### M4 wires

Scale: 3 px per micron. Supply wires on this layer in grey.
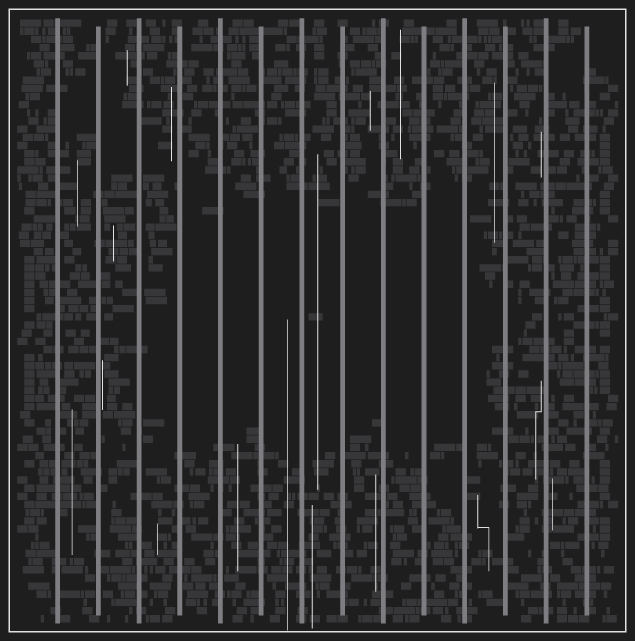
### Signal wires by layer

Scale: 2 px per micron.
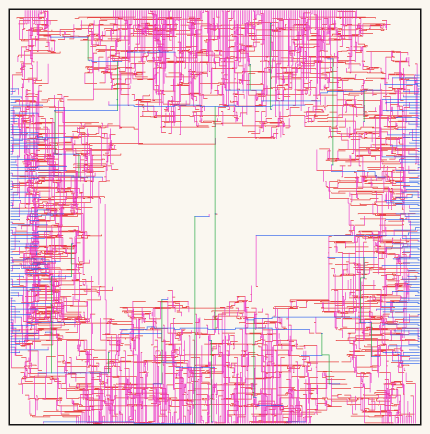
### Clock nets

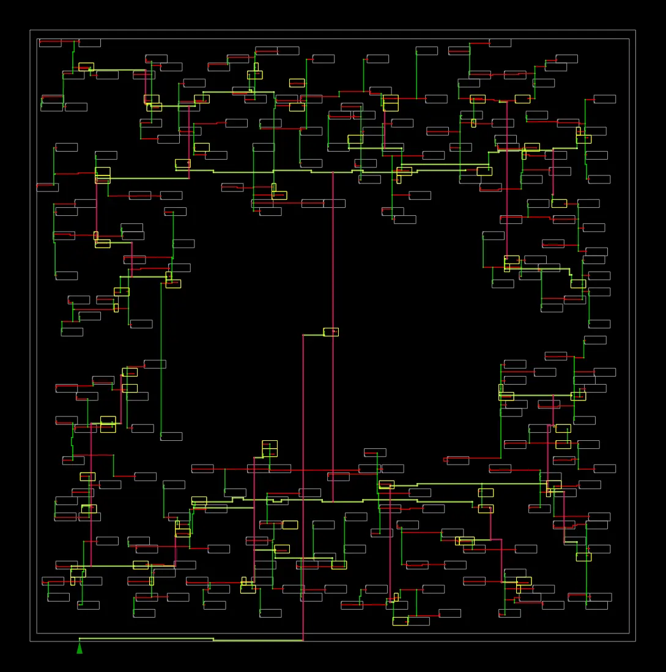
### Register map, names as in the netlist

Scale: 2 px per micron. Other cells in grey.
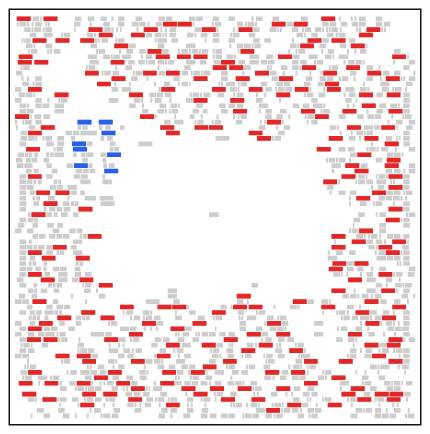
### src/rtl/piece_write_mux_gen_if.sv
// piece_write_mux_gen_if: bundle between game FSM / keyboard / rotation
// checker (master) and the active-piece write selector (slave).
// Inputs to the selector:
//   state, new_block, next_block, next_rotation, keycode, can_rotate, can_swap
// Outputs from the selector:
//   next_write, hold_shape, hold_valid, swap_used, swap_pulse, consume_next
interface piece_write_mux_gen_if #(
  parameter int COLS       = 10,
  parameter int ROWS       = 22,
  parameter int PIECE_ROWS = 2
);
  logic [2:0]                      state;
  logic [PIECE_ROWS-1:0][COLS-1:0] new_block;
  logic [PIECE_ROWS-1:0][COLS-1:0] next_block;
  logic [ROWS-1:0][COLS-1:0]       next_rotation;
  logic [7:0]                      keycode;
  logic                            can_rotate;
  logic                            can_swap;
  logic [ROWS-1:0][COLS-1:0]       next_write;
  logic [PIECE_ROWS-1:0][COLS-1:0] hold_shape;
  logic                            hold_valid;
  logic                            swap_used;
  logic                            swap_pulse;
  logic                            consume_next;

  modport master (
    output state,
    output new_block,
    output next_block,
    output next_rotation,
    output keycode,
    output can_rotate,
    output can_swap,
    input  next_write,
    input  hold_shape,
    input  hold_valid,
    input  swap_used,
    input  swap_pulse,
    input  consume_next
  );

  modport slave (
    input  state,
    input  new_block,
    input  next_block,
    input  next_rotation,
    input  keycode,
    input  can_rotate,
    input  can_swap,
    output next_write,
    output hold_shape,
    output hold_valid,
    output swap_used,
    output swap_pulse,
    output consume_next
  );
endinterface

### src/rtl/piece_write_mux_gen.sv
// piece_write_mux_gen: owns the registered active-piece plane; loads it on
// spawn, rotation and (optional) hold/swap with edge-detected keys.
// Ports:
//   Clk      system clock
//   Reset_h  synchronous active-high reset
//   bus      piece_write_mux_gen_if.slave (see interface for signals)
// Optional feature macro: PIECE_HOLD_EN enables the hold slot, the
// once-per-piece swap lock and the swap_pulse / consume_next strobes.
// Without it those outputs are tied low and no hold state exists.
module piece_write_mux_gen #(
  parameter int         COLS        = 10,
  parameter int         ROWS        = 22,
  parameter int         PIECE_ROWS  = 2,
  parameter logic [2:0] SPAWN_STATE = 3'b000,
  parameter logic [7:0] KEY_ROTATE  = 8'h1A,
  parameter logic [7:0] KEY_HOLD    = 8'h06
) (
  input logic                  Clk,
  input logic                  Reset_h,
  piece_write_mux_gen_if.slave bus
);

  typedef logic [PIECE_ROWS-1:0][COLS-1:0] shape_t;
  typedef logic [ROWS-1:0][COLS-1:0]       plane_t;

  // Shape row r lands on plane row ROWS-1-r; all other rows are empty.
  function automatic plane_t place(input shape_t s);
    plane_t p;
    p = '0;
    for (int r = 0; r < PIECE_ROWS; r++) begin
      p[ROWS-1-r] = s[r];
    end
    return p;
  endfunction

  plane_t     plane_q;
  plane_t     plane_d;
  logic [7:0] key_prev;
  logic       press;
  logic       spawn;
  logic       rot_req;
  logic       rot_ok;

  // A key acts once: only on the cycle its code first appears.
  assign press   = (bus.keycode != 8'h00) &&
                   (bus.keycode != key_prev);
  assign spawn   = (bus.state == SPAWN_STATE);
  assign rot_req = press &&
                   (bus.keycode == KEY_ROTATE) &&
                   bus.can_rotate;

  always_ff @(posedge Clk) begin
    if (Reset_h) begin
      plane_q  <= '0;
      key_prev <= '0;
    end else begin
      plane_q  <= plane_d;
      key_prev <= bus.keycode;
    end
  end

  assign bus.next_write = plane_q;

`ifdef PIECE_HOLD_EN

  shape_t cur_q;
  shape_t cur_d;
  shape_t hold_q;
  shape_t hold_d;
  logic   hv_q;
  logic   hv_d;
  logic   used_q;
  logic   used_d;
  logic   sp_q;
  logic   cn_q;
  logic   do_swap;

  // Spawn outranks swap, swap outranks rotate, so the three
  // select terms below are mutually exclusive.
  assign do_swap = !spawn && press &&
                   (bus.keycode == KEY_HOLD) &&
                   bus.can_swap && !used_q;
  assign rot_ok  = !spawn && !do_swap && rot_req;

  always_comb begin
    plane_d = plane_q;
    cur_d   = cur_q;
    hold_d  = hold_q;
    hv_d    = hv_q;
    used_d  = used_q;
    unique case (1'b1)
      spawn: begin
        plane_d = place(bus.new_block);
        cur_d   = bus.new_block;
        used_d  = 1'b0;
      end
      do_swap: begin
        used_d = 1'b1;
        hold_d = cur_q;
        if (!hv_q) begin
          // Empty slot: park current piece, pull the queued one.
          plane_d = place(bus.next_block);
          cur_d   = bus.next_block;
          hv_d    = 1'b1;
        end else begin
          plane_d = place(hold_q);
          cur_d   = hold_q;
        end
      end
      rot_ok: begin
        plane_d = bus.next_rotation;
      end
      default: begin
      end
    endcase
  end

  always_ff @(posedge Clk) begin
    if (Reset_h) begin
      cur_q  <= '0;
      hold_q <= '0;
      hv_q   <= 1'b0;
      used_q <= 1'b0;
      sp_q   <= 1'b0;
      cn_q   <= 1'b0;
    end else begin
      cur_q  <= cur_d;
      hold_q <= hold_d;
      hv_q   <= hv_d;
      used_q <= used_d;
      sp_q   <= do_swap;
      cn_q   <= do_swap && !hv_q;
    end
  end

  assign bus.hold_shape   = hold_q;
  assign bus.hold_valid   = hv_q;
  assign bus.swap_used    = used_q;
  assign bus.swap_pulse   = sp_q;
  assign bus.consume_next = cn_q;

`else

  logic unused_hold;

  assign rot_ok = !spawn && rot_req;

  always_comb begin
    plane_d = plane_q;
    unique case (1'b1)
      spawn: begin
        plane_d = place(bus.new_block);
      end
      rot_ok: begin
        plane_d = bus.next_rotation;
      end
      default: begin
      end
    endcase
  end

  // Hold inputs have no effect in this build.
  assign unused_hold = ^{bus.next_block,
                         bus.can_swap,
                         (bus.keycode == KEY_HOLD)};

  assign bus.hold_shape   = '0;
  assign bus.hold_valid   = 1'b0;
  assign bus.swap_used    = 1'b0;
  assign bus.swap_pulse   = 1'b0;
  assign bus.consume_next = 1'b0;

`endif

endmodule

### src/flat_wrapper.sv
// flat-port wrapper written by rule: the top's interface ports become plain ports
module piece_write_mux_gen_flat 
#(
  parameter int         COLS        = 10,
  parameter int         ROWS        = 22,
  parameter int         PIECE_ROWS  = 2,
  parameter logic [2:0] SPAWN_STATE = 3'b000,
  parameter logic [7:0] KEY_ROTATE  = 8'h1A,
  parameter logic [7:0] KEY_HOLD    = 8'h06
)
  (Clk, Reset_h, bus_state, bus_new_block, bus_next_block, bus_next_rotation, bus_keycode, bus_can_rotate, bus_can_swap, bus_next_write, bus_hold_shape, bus_hold_valid, bus_swap_used, bus_swap_pulse, bus_consume_next);
  piece_write_mux_gen_if #(.COLS(COLS), .ROWS(ROWS), .PIECE_ROWS(PIECE_ROWS)) bus_i ();
  input logic Clk;
  input logic Reset_h;
  input wire logic [$bits(bus_i.state)-1:0] bus_state;
  input wire logic [$bits(bus_i.new_block)-1:0] bus_new_block;
  input wire logic [$bits(bus_i.next_block)-1:0] bus_next_block;
  input wire logic [$bits(bus_i.next_rotation)-1:0] bus_next_rotation;
  input wire logic [$bits(bus_i.keycode)-1:0] bus_keycode;
  input wire logic [$bits(bus_i.can_rotate)-1:0] bus_can_rotate;
  input wire logic [$bits(bus_i.can_swap)-1:0] bus_can_swap;
  output wire logic [$bits(bus_i.next_write)-1:0] bus_next_write;
  output wire logic [$bits(bus_i.hold_shape)-1:0] bus_hold_shape;
  output wire logic [$bits(bus_i.hold_valid)-1:0] bus_hold_valid;
  output wire logic [$bits(bus_i.swap_used)-1:0] bus_swap_used;
  output wire logic [$bits(bus_i.swap_pulse)-1:0] bus_swap_pulse;
  output wire logic [$bits(bus_i.consume_next)-1:0] bus_consume_next;
  assign bus_i.state = bus_state;
  assign bus_i.new_block = bus_new_block;
  assign bus_i.next_block = bus_next_block;
  assign bus_i.next_rotation = bus_next_rotation;
  assign bus_i.keycode = bus_keycode;
  assign bus_i.can_rotate = bus_can_rotate;
  assign bus_i.can_swap = bus_can_swap;
  assign bus_next_write = bus_i.next_write;
  assign bus_hold_shape = bus_i.hold_shape;
  assign bus_hold_valid = bus_i.hold_valid;
  assign bus_swap_used = bus_i.swap_used;
  assign bus_swap_pulse = bus_i.swap_pulse;
  assign bus_consume_next = bus_i.consume_next;
  piece_write_mux_gen #(.COLS(COLS), .ROWS(ROWS), .PIECE_ROWS(PIECE_ROWS), .SPAWN_STATE(SPAWN_STATE), .KEY_ROTATE(KEY_ROTATE), .KEY_HOLD(KEY_HOLD)) u_core (.Clk(Clk), .Reset_h(Reset_h), .bus(bus_i));
endmodule
### config.mk
export PLATFORM = sky130hd
export DESIGN_NAME = piece_write_mux_gen_flat
export DESIGN_NICKNAME = d
export VERILOG_FILES = /design/src/rtl/piece_write_mux_gen_if.sv /design/src/rtl/piece_write_mux_gen.sv /design/src/flat_wrapper.sv
export SDC_FILE = /design/constraint.sdc
export NUM_CORES = 1
export LEC_CHECK = 0
export CAP_MARGIN = 20
export CORE_AREA = 2 2 203 205
export CTS_BUF_LIST = sky130_fd_sc_hd__clkbuf_8
export DETAILED_ROUTE_END_ITERATION = 10
export DIE_AREA = 0 0 205 207
export PLACE_DENSITY_LB_ADDON = 0.2
export SETUP_SLACK_MARGIN = 0.5
export SLEW_MARGIN = 20
export SYNTH_ARGS = -nofsm -noshare
export SYNTH_HDL_FRONTEND = slang
export SYNTH_SLANG_ARGS = --single-unit
### constraint.sdc
create_clock -name Clk -period 4.7 [get_ports Clk]
set_input_delay 0.94 -clock Clk [delete_from_list [all_inputs] [get_ports Clk]]
set_output_delay 0.94 -clock Clk [all_outputs]
set_load 0.05 [all_outputs]
==> CHANGELOG.md <==
## Flow update

- Gr busiest metal: met2
- Core ar.: 40400 sq um
- Leak: 5.38 nW
- Dominant logic cell type in the layout: clkdlybuf4s50_1
- Worst setup SP type: flip-flop
- Ys async rst share: 0%
- Clk buf depth: 3
- Routed Antenna Nets: 0
- Clock Skew: 0.0209 ns
- Flip-flops: 228
- Comb area share: 28.7%
- Top pwr grp: registers
- Synthesized instance count: 1048
- Power density over the cells: 283 nW/um^2
- Status: completed
- #FFs+latches synth: 228
- Tool Warnings: 53
- YS warnings: 0
- Total Power: 4.36 mW
- Mapped Avg Cell Area: 9.32 sq um
- Flip-flops with a built-in enable: 0
- Signal inverters: 0
- Post-CTS setup buffer count: 0
- Final hold violations: 0
- Synth unique cells: 25
- Dpl ws: 1.42 ns
- Min-Delay Endpoint: u_core.bus.next_write[142]$_SDFFE_PP0P_
- Clock network power share: 44.3%
## Picture notes: 'M4 wires'
main direction: vertical
wire length on this layer: 685 microns
nets with wire on the layer: 8
final WL: 32200 microns
via count: 8673

## Picture notes: 'Signal wires by layer'
[M1] red | wire length: 12900 microns
[M3] blue | wire length: 2620 microns
[M2] magenta | wire length: 16000 microns
[M4] green | wire length: 685 microns
routed len/inst: 15.7 microns
gr usage total: 14.5%

## Picture notes: 'Clock nets'
layout clock buffer count: 56
clk sink count: 228

## Picture notes: 'Register map, names as in the netlist'
[u_core.bus.next_write] red | sequential cells: 220 | where: all over the die
[u_core.key_prev] blue | sequential cells: 8

Power and IR drop assume default switching activity.
